### config.mk
export PLATFORM = sky130hd
export DESIGN_NAME = muldiv_sequencer_flat
export DESIGN_NICKNAME = d
export VERILOG_FILES = /design/src/rtl/muldiv_sequencer_if.sv /design/src/rtl/muldiv_sequencer.sv /design/src/flat_wrapper.sv
export SDC_FILE = /design/constraint.sdc
export NUM_CORES = 1
export LEC_CHECK = 0
export CORE_AREA = 10 10 139 192
export CTS_CLUSTER_DIAMETER = 80
export DETAILED_ROUTE_END_ITERATION = 12
export DIE_AREA = 0 0 149 202
export PLACE_DENSITY = 0.72
export SKIP_CTS_REPAIR_TIMING = 1
export SLEW_MARGIN = 5
export SYNTH_ARGS = -nofsm -noshare
export SYNTH_HDL_FRONTEND = slang
export SYNTH_SLANG_ARGS = --single-unit
### constraint.sdc
create_clock -name clk -period 5.8 [get_ports clk]
set_input_delay 0.87 -clock clk [delete_from_list [all_inputs] [get_ports clk]]
set_output_delay 0.87 -clock clk [all_outputs]
set_load 0.01 [all_outputs]
### src/rtl/muldiv_sequencer_if.sv
// muldiv_sequencer_if: EX-stage request and HI/LO result bundle for muldiv_sequencer
interface muldiv_sequencer_if;
  logic        start;
  logic [1:0]  op;
  logic [31:0] rs;
  logic [31:0] rt;
  logic        flush;
  logic        stall;
  logic        busy;
  logic        done;
  logic        err;
  logic [31:0] hi;
  logic [31:0] lo;
  modport master (output start, op, rs, rt, flush, input stall, busy, done, err, hi, lo);
  modport slave (input start, op, rs, rt, flush, output stall, busy, done, err, hi, lo);
endinterface

### src/rtl/muldiv_sequencer.sv
// muldiv_sequencer: 32-cycle iterative MULT/MULTU into HI/LO; DIV/DIVU added when MULDIV_DIVIDE_EN is defined
module muldiv_sequencer (
  input logic               clk,
  input logic               rst_n,
  muldiv_sequencer_if.slave bus
);
  localparam logic [1:0] IDLE = 2'd0;
  localparam logic [1:0] RUN  = 2'd1;
  localparam logic [1:0] FIX  = 2'd2;
  localparam logic [1:0] DONE = 2'd3;
  logic [1:0]  state_q, state_d;
  logic [4:0]  cnt_q, cnt_d;
  logic [63:0] acc_q, acc_d, step, fixed;
  logic [31:0] m_q, m_d, hi_q, hi_d, lo_q, lo_d, abs_rs, abs_rt;
  logic        neg_q, neg_d, err_q, err_d, bad;
  logic [32:0] add;
`ifdef MULDIV_DIVIDE_EN
  logic        div_q, div_d, rneg_q, rneg_d;
  logic [32:0] trial;
`endif
  assign abs_rs = (bus.op[0] && bus.rs[31]) ? -bus.rs : bus.rs;
  assign abs_rt = (bus.op[0] && bus.rt[31]) ? -bus.rt : bus.rt;
  // multiplier sits in acc low half and shifts out as the product shifts in
  assign add = {1'b0, acc_q[63:32]} + (acc_q[0] ? {1'b0, m_q} : 33'd0);
`ifdef MULDIV_DIVIDE_EN
  // restoring divide: acc = {remainder, dividend/quotient}, trial borrow means restore
  assign trial = acc_q[63:31] - {1'b0, m_q};
  assign bad   = bus.op[1] && bus.rt == 32'd0;
  assign step  = !div_q ? {add, acc_q[31:1]} :
                 trial[32] ? {acc_q[62:0], 1'b0} : {trial[31:0], acc_q[30:0], 1'b1};
  assign fixed = !div_q ? (neg_q ? -acc_q : acc_q) :
                 {rneg_q ? -acc_q[63:32] : acc_q[63:32], neg_q ? -acc_q[31:0] : acc_q[31:0]};
`else
  assign bad   = bus.op[1];
  assign step  = {add, acc_q[31:1]};
  assign fixed = neg_q ? -acc_q : acc_q;
`endif
  assign bus.busy  = state_q == RUN || state_q == FIX;
  assign bus.done  = state_q == DONE;
  assign bus.err   = state_q == DONE && err_q;
  assign bus.stall = state_q == RUN || state_q == FIX || (state_q == IDLE && bus.start && !bus.flush);
  assign bus.hi    = hi_q;
  assign bus.lo    = lo_q;
  // sequencing: accept in IDLE, 32 iterations in RUN, sign fix and HI/LO write in FIX
  always_comb begin
    state_d = state_q;
    cnt_d   = cnt_q;
    acc_d   = acc_q;
    m_d     = m_q;
    hi_d    = hi_q;
    lo_d    = lo_q;
    neg_d   = neg_q;
    err_d   = err_q;
`ifdef MULDIV_DIVIDE_EN
    div_d   = div_q;
    rneg_d  = rneg_q;
`endif
    if (bus.flush) state_d = IDLE;
    else if (state_q == IDLE && bus.start) begin
      state_d = bad ? DONE : RUN;
      err_d   = bad;
      cnt_d   = 5'd0;
      acc_d   = {32'd0, bus.op[1] ? abs_rs : abs_rt};
      m_d     = bus.op[1] ? abs_rt : abs_rs;
      neg_d   = bus.op[0] && (bus.rs[31] ^ bus.rt[31]);
`ifdef MULDIV_DIVIDE_EN
      div_d   = bus.op[1];
      rneg_d  = bus.op[0] && bus.rs[31];
`endif
    end else if (state_q == RUN) begin
      acc_d   = step;
      cnt_d   = cnt_q + 5'd1;
      state_d = cnt_q == 5'd31 ? FIX : RUN;
    end else if (state_q == FIX) begin
      hi_d    = fixed[63:32];
      lo_d    = fixed[31:0];
      state_d = DONE;
    end else if (state_q == DONE) begin
      state_d = IDLE;
      err_d   = 1'b0;
    end
  end
  // state registers, cleared immediately by reset
  always_ff @(posedge clk or negedge rst_n) begin
    if (!rst_n) begin
      state_q <= IDLE;
      cnt_q   <= 5'd0;
      acc_q   <= 64'd0;
      m_q     <= 32'd0;
      hi_q    <= 32'd0;
      lo_q    <= 32'd0;
      neg_q   <= 1'b0;
      err_q   <= 1'b0;
`ifdef MULDIV_DIVIDE_EN
      div_q   <= 1'b0;
      rneg_q  <= 1'b0;
`endif
    end else begin
      state_q <= state_d;
      cnt_q   <= cnt_d;
      acc_q   <= acc_d;
      m_q     <= m_d;
      hi_q    <= hi_d;
      lo_q    <= lo_d;
      neg_q   <= neg_d;
      err_q   <= err_d;
`ifdef MULDIV_DIVIDE_EN
      div_q   <= div_d;
      rneg_q  <= rneg_d;
`endif
    end
  end
endmodule

### src/flat_wrapper.sv
// flat-port wrapper written by rule: the top's interface ports become plain ports
module muldiv_sequencer_flat 
  (clk, rst_n, bus_start, bus_op, bus_rs, bus_rt, bus_flush, bus_stall, bus_busy, bus_done, bus_err, bus_hi, bus_lo);
  muldiv_sequencer_if bus_i ();
  input logic clk;
  input logic rst_n;
  input wire logic [$bits(bus_i.start)-1:0] bus_start;
  input wire logic [$bits(bus_i.op)-1:0] bus_op;
  input wire logic [$bits(bus_i.rs)-1:0] bus_rs;
  input wire logic [$bits(bus_i.rt)-1:0] bus_rt;
  input wire logic [$bits(bus_i.flush)-1:0] bus_flush;
  output wire logic [$bits(bus_i.stall)-1:0] bus_stall;
  output wire logic [$bits(bus_i.busy)-1:0] bus_busy;
  output wire logic [$bits(bus_i.done)-1:0] bus_done;
  output wire logic [$bits(bus_i.err)-1:0] bus_err;
  output wire logic [$bits(bus_i.hi)-1:0] bus_hi;
  output wire logic [$bits(bus_i.lo)-1:0] bus_lo;
  assign bus_i.start = bus_start;
  assign bus_i.op = bus_op;
  assign bus_i.rs = bus_rs;
  assign bus_i.rt = bus_rt;
  assign bus_i.flush = bus_flush;
  assign bus_stall = bus_i.stall;
  assign bus_busy = bus_i.busy;
  assign bus_done = bus_i.done;
  assign bus_err = bus_i.err;
  assign bus_hi = bus_i.hi;
  assign bus_lo = bus_i.lo;
  muldiv_sequencer u_core (.clk(clk), .rst_n(rst_n), .bus(bus_i));
endmodule
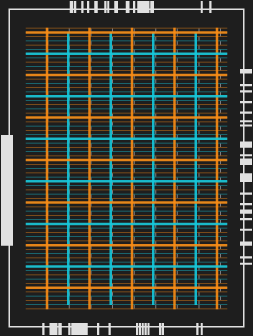
(run_1/floorplan.png)
Pins as bars on the die edge. Tap cells in grey.
Key: cyan = VDD; orange = VSS
13 straps on met5. 306 tap cells. 138 signal pins sit on the boundary. The core has 66 rows. 9 straps on met4.

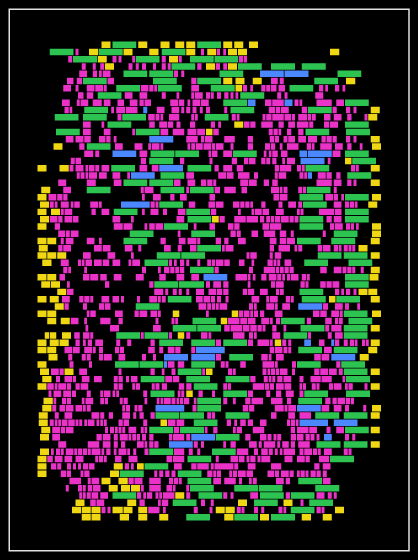
(run_1/class_map.png)
Key: magenta = remaining logic cells [cells 1121, share of their area 52%]; yellow = remaining buffers and delay cells [cells 152, share of their area 11%]; green = registers [cells 169, share of their area 32%]; blue = clock drivers and dummy loads [cells 30, share of their area 4.6%]

==> impl_metrics.toml, run 1 <==
# flow metrics
[worst_setup_path]
timing.rr.end = "u_core.bus.hi[31]"
path_class = "reg -> reg"
crit_path_end_kind = "flop"
crit_fanout = 6
crit_chain = "or4_4 -> nor4_2 -> nand4_1 -> buf_4 -> or3_4 -> or4_4 -> o41ai_2 -> xor2_1 -> o21ai_1"
critPathLaunchType = "flop"
crit_top_cell = "or4_4"
cp_top_family = "simple AND/OR/NAND/NOR gates"
critical_path.endpoint = "u_core.bus.hi[31]"
crit_path_top_delay_cell = "or4_4"
reg2reg_slack_ns = 2.14
max_stage_delay_ns = 0.61
cp.depth = 9
required_ns = 6.10

[finish]
nFillCells = 2101
largest_register = "u_core.acc_q"
largest_register_ff_count = 64
comb_share = 0.500
postLayoutCoreUtil = 0.588
most-common-layout-cells = "nand2_1 (196), dfrtp_1 (168), o21ai_0 (161)"
logic_gates = 1096
final_cells = 1778
dominant_cells = "combinational gates"
drive_gt1_frac = 0.0482
n_all_inverters = 25
clock_buffers = 19
seq_share = 0.311
regArea_mm2 = 0.00423
design_area_mm2 = 0.0136
clk_share = 0.0446
nNonClkBuffers = 152
flop-count = 169
nNetsFinal = 1573
nonClkBufAreaFrac = 0.109

[global_routing]
grtUsageMet1 = 0.271
antenna_found_initial = 0
grtUsageTotal = 0.236
grt_pass1_vias = 10300
grt_max_degree = 80
grt_pass1_wl_um = 56300

[floorplanning]
nWellTaps = 306
fp-utilization = 0.493
core_mm2 = 0.0231
die_width_um = 149
ios = 138
fp.dieH_um = 202
die_area_mm2 = 0.0301

[clock_tree]
clock_sinks = 169
cts_buffer_depth = 2
cts_buffers = 17
htree_levels = 4
clock_latency_ns = 0.44
cts_tree = "yes"
clockRootBuffer = "clkbuf_16"

[power]
clockPowerShare = 0.174
comb-power_uw = 3380
p_int_uw = 3930
finalPower_uw = 6850
seq_power_share = 0.333
ir_drop_mv = 0.269
p_sw_uw = 2910
sw_frac_of_total = 0.426
maxPowerGroup = "combinational logic"

[synth]
most_common_cell = "nand2_1"
mux_area_frac = 0.00801
logic_family = "AND-OR/OR-AND gates"
synthArstFlopShare = 1.00
netlist_instances = 1367
yosys.stat.chipArea_mm2 = 0.0114
yosys-stat-cells = 1367
synth.cell_area_mm2 = 0.0114
edf_count = 0
top_area_cell = "dfrtp_1"
top_cell_area_share = 0.371
avgSynthCellArea_um2 = 8.34
ys_sh_xor = 0.114
topCellsByArea = "dfrtp_1 (37%), xor2_1 (7.4%), o21ai_0 (7.1%), nand2_1 (6.5%), ha_1 (4.5%)"
synth_cell_types = 65
yosys_register_bits = 169
flop_cell = "dfrtp_1"
yosys_warnings = 0
ys_sh_adder = 0.0467

[drt]
drtIter0Drc = 748
dr_wl_met3_um = 2140
antenna_left = 0
vias = 10500
viasPerCell = 5.93
wl_per_cell_um = 20.0
first_pass_iters = 5
wl_met1_um = 14100
drcViolationCount = 0
dr_wl_met2_um = 17300

[final_timing]
finalMaxSlewViolations = 0
fin_tns_setup_ns = 0
fin_skew_ns = 0.0125
hold_viol_final = 0
worst-slew-pin-transition_ns = 0.863
setup_viol = 0
whs_ns = 0.459
fin_crit_sh = 0.632

[place]
place_area_mm2 = 0.0130
port_buffers = 137
hpwl_um = 28100
gp_congestion = 0.949
dpl_worst_slack_ns = 1.88

[job]
maxCapViolations = 0
tool_warnings = 29

[outcome]
status = "completed"
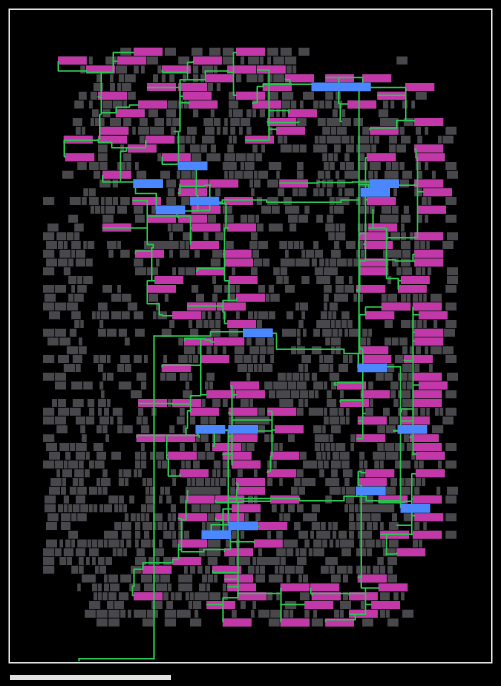
(run_1/clock_wires.png)
Scale bar: 50 um.
Key: green = clock wires [length 2090 um]; magenta = flip-flops [count 169]; blue = clock-net drivers [count 17]
There are 18 routed clock nets.

==> run_1/layers.png <==
Scale bar: 50 um.
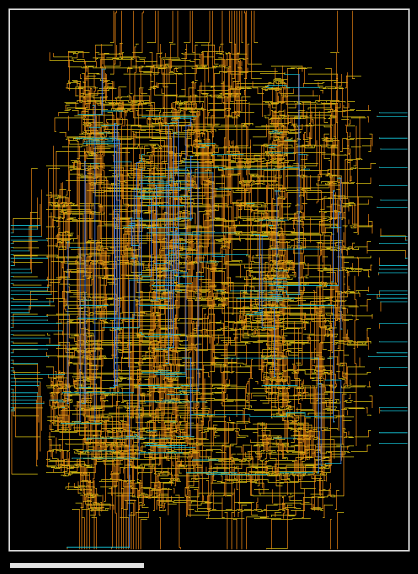

==> run 1 -> run 2 <==
--- a/config.mk
+++ b/config.mk
@@ -9,7 +9,7 @@
 export CTS_CLUSTER_DIAMETER = 80
 export DETAILED_ROUTE_END_ITERATION = 12
 export DIE_AREA = 0 0 149 202
-export PLACE_DENSITY = 0.72
+export PLACE_DENSITY = 0.75
 export SKIP_CTS_REPAIR_TIMING = 1
 export SLEW_MARGIN = 5
 export SYNTH_ARGS = -nofsm -noshare
==> constraint.sdc (replaced) <==
create_clock -name clk -period 3 [get_ports clk]
set_input_delay 0.45 -clock clk [delete_from_list [all_inputs] [get_ports clk]]
set_output_delay 0.45 -clock clk [all_outputs]
set_load 0.01 [all_outputs]
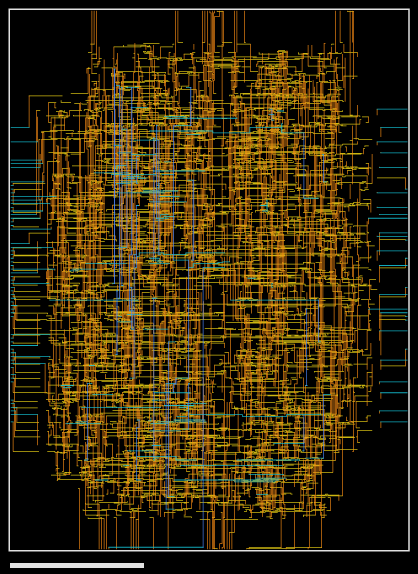
(run_2/layers.png)
Scale bar: 50 um.
Key: orange = M2 [wire length 18300 um]; cyan = M3 [wire length 1580 um]; blue = M4 [wire length 1210 um]; yellow = M1 [wire length 14300 um]

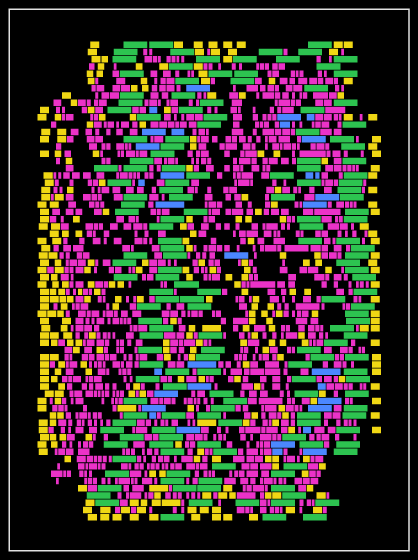
(run_2/class_map.png)
Key: blue = clock drivers and dummy loads [cells 32, share of their area 4.2%]; yellow = remaining buffers and delay cells [cells 315, share of their area 19%]; green = registers [cells 169, share of their area 29%]; magenta = remaining logic cells [cells 1121, share of their area 48%]

==> impl_metrics.toml, run 2 <==
# flow metrics
[outcome]
status = "finished, violations left"
violations = "negative setup slack"

[synth]
ys_sh_adder = 0.0467
yosys.stat.chipArea_mm2 = 0.0114
yosys-stat-cells = 1367
top_cell_area_share = 0.371
netlist_instances = 1367
ys_sh_xor = 0.114
yosys_warnings = 0
topCellsByArea = "dfrtp_1 (37%), xor2_1 (7.4%), o21ai_0 (7.1%), nand2_1 (6.5%), ha_1 (4.5%)"
synth_cell_types = 65
most_common_cell = "nand2_1"
flop_cell = "dfrtp_1"
mux_area_frac = 0.00801

[finish]
final_cells = 1943
drive_gt1_frac = 0.164
nNetsFinal = 1736
n_all_inverters = 25
comb_share = 0.464
clock_buffers = 18
largest_register = "u_core.acc_q"
postLayoutCoreUtil = 0.654
logic_gates = 1096
nNonClkBuffers = 315
nFillCells = 1975

[clock_tree]
clockRootBuffer = "clkbuf_16"
cts_buffer_depth = 2
htree_levels = 4
cts_buffers = 17
clock_sinks = 169

[final_timing]
finalMaxSlewViolations = 0
whs_ns = 0.395
layout_setup_ws_ns = -0.147
worst-slew-pin-transition_ns = 0.730
fin_crit_sh = 1.05
setup_viol = 9

[floorplanning]
fp-utilization = 0.493
die_area_mm2 = 0.0301
core_mm2 = 0.0231
ios = 138
nWellTaps = 306

[global_routing]
grtUsageMet1 = 0.266
grt_pass1_wl_um = 56800
grt_max_degree = 129
grtUsageTotal = 0.234

[worst_setup_path]
crit_top_cell = "or4_4"
critPathLaunchType = "flop"
required_ns = 3.31
crit_path_end_kind = "flop"
crit_fanout = 5
max_stage_delay_ns = 0.54
reg2reg_slack_ns = -0.15
critical_path.endpoint = "u_core.bus.hi[25]"
timing.rr.end = "u_core.bus.hi[25]"
crit_chain = "or4_4 -> or2_1 -> or4_4 -> or3_4 -> or4_4 -> o41ai_4 -> xor2_1 -> o21ai_1"
cp.depth = 8

[power]
seq_power_share = 0.289
maxPowerGroup = "combinational logic"
comb-power_uw = 7860
p_int_uw = 8330
sw_frac_of_total = 0.419
finalPower_uw = 14300

[drt]
dr_wl_met2_um = 18300
antenna_left = 0
vias = 11100
viasPerCell = 5.71
drcViolationCount = 0
wl_met1_um = 14300
wl_per_cell_um = 18.2

[place]
place_area_mm2 = 0.0142
port_buffers = 137
hpwl_um = 28300
